run_1/m3.png
The bar under the picture is 20 um long.
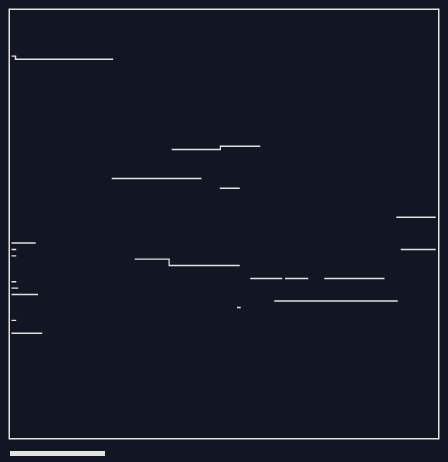
run_1/class_map.png
Fill, decap, tap and diode cells in grey.
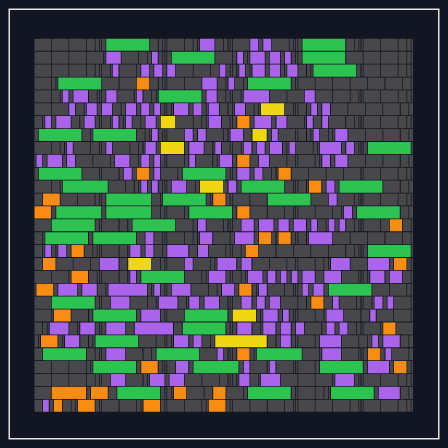
run_1/port_trees.png
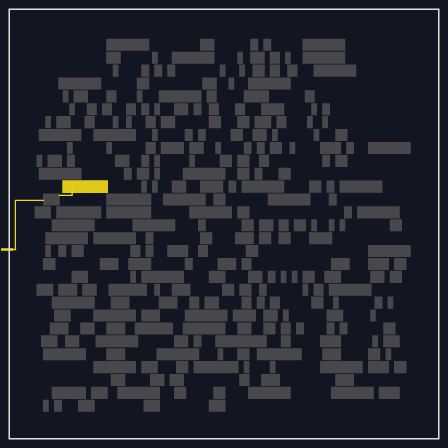
## config.mk

```make
export PLATFORM = sky130hd
export DESIGN_NAME = ps2_host_tx
export DESIGN_NICKNAME = d
export VERILOG_FILES = /design/src/rtl/ps2_pkg.sv /design/src/rtl/ps2_sync.sv /design/src/rtl/ps2_host_tx.sv
export SDC_FILE = /design/constraint.sdc
export NUM_CORES = 1
export LEC_CHECK = 0
export ABC_CLOCK_PERIOD_IN_PS = 2500
export CAP_MARGIN = 0
export CELL_PAD_IN_SITES_DETAIL_PLACEMENT = 1
export CELL_PAD_IN_SITES_GLOBAL_PLACEMENT = 2
export CORE_MARGIN = 5
export CORE_UTILIZATION = 37
export DETAILED_ROUTE_END_ITERATION = 8
export MAX_ROUTING_LAYER = met4
export PLACE_DENSITY_LB_ADDON = 0.15
export SYNTH_ARGS = -nofsm -noshare
export SYNTH_HDL_FRONTEND = slang
export SYNTH_SLANG_ARGS = --single-unit
```

## constraint.sdc

```tcl
create_clock -name clk -period 2.5 [get_ports clk]
set_clock_uncertainty 0.1 [all_clocks]
set_input_delay 0.5 -clock clk [delete_from_list [all_inputs] [get_ports clk]]
set_output_delay 0.5 -clock clk [all_outputs]
set_load 0.1 [all_outputs]
```

## src/rtl/ps2_pkg.sv

```systemverilog
// ps2_pkg -- shared definitions for the PS/2 host-to-device transmitter.
//   * ps2_state_e : transmitter state encoding
//   * default inhibit / watchdog cycle counts (50 MHz clock)
//   * FRAME_BITS  : device clock falling edges per host frame
//                   (8 data + parity + stop + ack)
//   * odd_parity  : parity bit sent after the data byte
package ps2_pkg;

    typedef enum logic [2:0] {
        IDLE,
        INHIBIT,
        RTS,
        DATA,
        PARITY,
        STOP,
        ACK,
        WAIT_IDLE
    } ps2_state_e;

    localparam int INHIBIT_CYCLES_DEF = 5000;    // 100 us at 50 MHz
    localparam int TIMEOUT_CYCLES_DEF = 100000;  // 2 ms at 50 MHz
    localparam int FRAME_BITS         = 11;

    function automatic logic odd_parity(input logic [7:0] b);
        return ~^b;
    endfunction

endpackage

```

## src/rtl/ps2_sync.sv

```systemverilog
// ps2_sync -- 3-flop synchronizer and falling-edge detector for one
// open-collector PS/2 line.
// Ports:
//   clk      in   system clock
//   clrn     in   asynchronous active-low reset (flops reset to idle-high)
//   line_in  in   raw asynchronous PS/2 line
//   level    out  synchronized line level
//   fall     out  one-cycle high-to-low pulse (sync[2:1] == 2'b10)
module ps2_sync (
    input  logic clk,
    input  logic clrn,
    input  logic line_in,
    output logic level,
    output logic fall
);

    logic [2:0] sync;

    // Idle PS/2 lines float high, so reset to 1 to avoid a false edge.
    always_ff @(posedge clk or negedge clrn) begin
        if (!clrn) begin
            sync <= 3'b111;
        end else begin
            sync <= {sync[1:0], line_in};
        end
    end

    assign level = sync[1];
    assign fall  = (sync[2:1] == 2'b10);

endmodule

```

## src/rtl/ps2_host_tx.sv

```systemverilog
// ps2_host_tx -- PS/2 host-to-device command transmitter.
// Inhibits the bus, issues request-to-send, then shifts out 8 data bits
// (LSB first), odd parity and stop on the device-generated clock, and
// samples the device acknowledge bit.
// Ports:
//   clk, clrn               system clock, asynchronous active-low reset
//   tx_data, tx_valid       command byte and its qualifier
//   tx_ready                idle, byte will be accepted
//   ps2_clk_in, ps2_data_in raw (asynchronous) PS/2 lines
//   ps2_clk_oe, ps2_data_oe 1 = pull the line low, 0 = release
//   busy                    transfer in progress
//   done                    one-cycle pulse at end of transfer
//   ack_err                 valid with done; 1 = no acknowledge from device
//   timeout                 one-cycle pulse when the watchdog aborts
// Configuration:
//   PS2_TX_TIMEOUT_EN  defined -> watchdog on the device clock in
//                      DATA..WAIT_IDLE; undefined -> timeout tied to 0.
module ps2_host_tx
    import ps2_pkg::*;
#(
    parameter int INHIBIT_CYCLES = INHIBIT_CYCLES_DEF,
    parameter int TIMEOUT_CYCLES = TIMEOUT_CYCLES_DEF
) (
    input  logic       clk,
    input  logic       clrn,
    input  logic [7:0] tx_data,
    input  logic       tx_valid,
    output logic       tx_ready,
    input  logic       ps2_clk_in,
    input  logic       ps2_data_in,
    output logic       ps2_clk_oe,
    output logic       ps2_data_oe,
    output logic       busy,
    output logic       done,
    output logic       ack_err,
    output logic       timeout
);

    localparam int MAX_CYC = (INHIBIT_CYCLES > TIMEOUT_CYCLES) ? INHIBIT_CYCLES : TIMEOUT_CYCLES;
    localparam int TMR_W   = $clog2(MAX_CYC + 1);
    localparam int EDGE_W  = $clog2(FRAME_BITS);

    localparam logic [TMR_W-1:0]  INHIBIT_LAST = TMR_W'(INHIBIT_CYCLES - 1);
    localparam logic [EDGE_W-1:0] LAST_DATA    = EDGE_W'(7);

    ps2_state_e        state;
    logic [TMR_W-1:0]  timer;
    logic [EDGE_W-1:0] edge_cnt;
    logic [7:0]        shreg;
    logic              parity_bit;

    logic clk_lvl, clk_fall;
    logic data_lvl;
    // The transmitter never reacts to edges on the data line.
    logic data_fall_unused;

    ps2_sync u_sync_clk (
        .clk     (clk),
        .clrn    (clrn),
        .line_in (ps2_clk_in),
        .level   (clk_lvl),
        .fall    (clk_fall)
    );

    ps2_sync u_sync_data (
        .clk     (clk),
        .clrn    (clrn),
        .line_in (ps2_data_in),
        .level   (data_lvl),
        .fall    (data_fall_unused)
    );

`ifdef PS2_TX_TIMEOUT_EN
    localparam logic [TMR_W-1:0] TIMEOUT_LAST = TMR_W'(TIMEOUT_CYCLES - 1);

    logic timeout_q;
    logic wd_active;
    logic wd_expired;

    assign wd_active  = (state inside {DATA, PARITY, STOP, ACK, WAIT_IDLE});
    assign wd_expired = wd_active && !clk_fall && (timer == TIMEOUT_LAST);
    assign timeout    = timeout_q;
`else
    assign timeout = 1'b0;
`endif

    always_ff @(posedge clk or negedge clrn) begin
        if (!clrn) begin
            state       <= IDLE;
            timer       <= '0;
            edge_cnt    <= '0;
            shreg       <= '0;
            parity_bit  <= 1'b0;
            tx_ready    <= 1'b1;
            busy        <= 1'b0;
            ps2_clk_oe  <= 1'b0;
            ps2_data_oe <= 1'b0;
            done        <= 1'b0;
            ack_err     <= 1'b0;
`ifdef PS2_TX_TIMEOUT_EN
            timeout_q   <= 1'b0;
`endif
        end else begin
            done <= 1'b0;
`ifdef PS2_TX_TIMEOUT_EN
            timeout_q <= 1'b0;
`endif
            case (state)
                // Falling edges here are device-to-host traffic: ignored.
                IDLE: begin
                    if (tx_valid && tx_ready) begin
                        shreg      <= tx_data;
                        parity_bit <= odd_parity(tx_data);
                        tx_ready   <= 1'b0;
                        busy       <= 1'b1;
                        ps2_clk_oe <= 1'b1;
                        timer      <= '0;
                        state      <= INHIBIT;
                    end
                end
                // Our own pull-down of the clock produces a falling edge
                // here; it is not part of the frame.
                INHIBIT: begin
                    if (timer == INHIBIT_LAST) begin
                        ps2_clk_oe  <= 1'b0;
                        ps2_data_oe <= 1'b1;   // start bit
                        state       <= RTS;
                    end else begin
                        timer <= timer + 1'b1;
                    end
                end
                RTS: begin
                    edge_cnt <= '0;
                    timer    <= '0;
                    state    <= DATA;
                end
                DATA: begin
                    if (clk_fall) begin
                        ps2_data_oe <= ~shreg[edge_cnt[2:0]];
                        edge_cnt    <= edge_cnt + 1'b1;
                        if (edge_cnt == LAST_DATA) begin
                            state <= PARITY;
                        end
                    end
                end
                PARITY: begin
                    if (clk_fall) begin
                        ps2_data_oe <= ~parity_bit;
                        edge_cnt    <= edge_cnt + 1'b1;
                        state       <= STOP;
                    end
                end
                STOP: begin
                    if (clk_fall) begin
                        ps2_data_oe <= 1'b0;
                        edge_cnt    <= edge_cnt + 1'b1;
                        state       <= ACK;
                    end
                end
                // The device holds data low across this edge to acknowledge.
                ACK: begin
                    if (clk_fall) begin
                        ack_err  <= data_lvl;
                        edge_cnt <= edge_cnt + 1'b1;
                        state    <= WAIT_IDLE;
                    end
                end
                WAIT_IDLE: begin
                    if (clk_lvl && data_lvl) begin
                        done     <= 1'b1;
                        tx_ready <= 1'b1;
                        busy     <= 1'b0;
                        edge_cnt <= '0;
                        state    <= IDLE;
                    end
                end
                default: begin
                    state <= IDLE;
                end
            endcase

`ifdef PS2_TX_TIMEOUT_EN
            // Watchdog shares the inhibit timer; it restarts on every
            // device clock edge and overrides the state update on expiry.
            if (wd_active) begin
                timer <= clk_fall ? '0 : timer + 1'b1;
            end
            if (wd_expired) begin
                ps2_clk_oe  <= 1'b0;
                ps2_data_oe <= 1'b0;
                tx_ready    <= 1'b1;
                busy        <= 1'b0;
                done        <= 1'b0;
                timeout_q   <= 1'b1;
                edge_cnt    <= '0;
                timer       <= '0;
                state       <= IDLE;
            end
`endif
        end
    end

endmodule

```

==> Slide: Implementation Results <==
Run Summary

Critical path
  – Worst Setup EP: timer[15]$_DFFE_PN0P_
  – Startpoint Class: flip-flop
  – CP Depth: 8
  – Crit Path Max Fanout: 6
  – Critical R2R Launch: state[1]$_DFFE_PN0P_
  – Worst path buffer plus inverter count: 2
  – Critical path type: reg -> reg
  – Cell Chain, Critical Path: inv_1 > ha_1 > buf_4 > nand2b_4 > a2111o_1 > a21o_1 > or4_1 > nand3_1
  – Crit-path slowest cell: or4_1
  – Worst R2R End: timer[15]$_DFFE_PN0P_
  – Worst r2r path cells: 8
  – R2r setup slk: 190 ps

Place
  – RD Place Congestion: 0.805
  – Pre-CTS setup slack: 3.78 ps
  – Inst Count DP: 338

Layout
  – Non-CTS buffers: 36
  – Comb area share: 42.2%
  – Logic area: about 0.0012 sq mm
  – Fin util: between 40% and 50%
  – Fin cells: 346
  – Flop share of the area: 38.8%
  – Proportion of layout cells with a drive suffix above 1: between 20% and 30%
  – Layout non-clock buf frac: 10.8%
  – Biggest regs: timer (17), shreg (8), edge_cnt (4)
  – Multi-input gates: 175
  – Synth-to-layout area growth: 19.7%

Global routing
  – Total grt overflow: 0
  – Largest net degree at the start of global routing: 45
  – All-layer global routing usage: 15.8%
  – Vias in the first global route: 1992
  – Met2 Use GR: 23.4%
  – Antenna violations before repair: 0
  – GR peak layer: met2

Synthesis
  – Mux share: 8.44%
  – Commonest flop: dfrtp_1
  – Area leader share: 39.9%
  – Cell with the most instances after synthesis: dfrtp_1
  – Synth Instances: 236
  – Aoi share: between 10 and 15%
  – Synth Seq Share: 46.5%
  – EDFF count, synth: 0
  – Area of the mapped netlist: roughly 0.0024 sq mm
  – # Cells Yosys: ~240
  – And+or+nand+nor area frac: 18.8%

Clock network
  – CTS max path bufs: 2
  – Clk sinks: roughly 44
  – Post-CTS Resized: 1
  – CTS tree: done
  – Clk_lat worst skew: 310 ps
  – CTS buffer count: 5
  – Root Driver: clkbuf_8

Drt
  – Antenna Violating Nets Remaining: 0
  – Iter 0 DRT Violations: 81
  – Metal3 WL: ~170 um
  – Drc violations: 0
  – DR vias/cell: about 5.5
  – Metal2 WL: roughly 2800 um
  – M1 WL: 3000 um

Floorplan
  – Die height: 90.3 um
  – Fp util: between 30 and 40%
  – Core area: ~0.0063 sq mm
  – Tap cell count: ~77

Pwr
  – Pwr top: sequential cells
  – Seq pwr: just over 0.7 mW
  – Power Clock: between 0.5 and 0.6 mW
  – Clock power frac: between 40% and 50%
  – Power density cells: 477 mW/mm^2
  – Pint: 1.05 mW
  – Comb power frac: 4.9%
  – NetSw: 0.309 mW
  – Power Total: 1.36 mW

STA
  – Min Hold Slack: 50.7 ps
  – Setup TNS: 0 ps
  – Max_slew headroom: 66.9%
  – RSZ-0062 raised after global routing: false
  – Setup ws final: 186 ps
  – Final setup viols: 0
  – Period minus WS final: 2310 ps
  – Worst Tran Pin Value: between 400 and 500 ps
  – Final Max Slew Viols: 0

Status
  – Outcome: completed

Job
  – Count of tool warnings: 29
  – Max cap viols: 0
-- m3.png (at the start) --
The longest straight run is 25.8 um. 16 nets have wire on it. The layer holds 2.9% of the routed length. The layer carries 172 um of wire. The wires run mostly horizontal.
Vias: 1895
GR Layer Usage met3: 2.92%
total wire length: 5990 um

-- class_map.png (at the start) --
Key: clock drivers and dummy loads = yellow [cells 8, share of their area 4.2%]; remaining buffers and delay cells = orange [cells 36, share of their area 11%]; registers = green [cells 44, share of their area 40%]; remaining logic cells = purple [cells 181, share of their area 44%]
row cnt: 29
final instance area: 0.00286 sq mm

-- port_trees.png (at the start) --
Key: ps2_data_in = yellow [bits 1, direction input, edge west, end cells 1, buffers 1, wire 21.5 um]
PortBufs: 18
Top Ports: 20

Power and IR drop assume default switching activity.
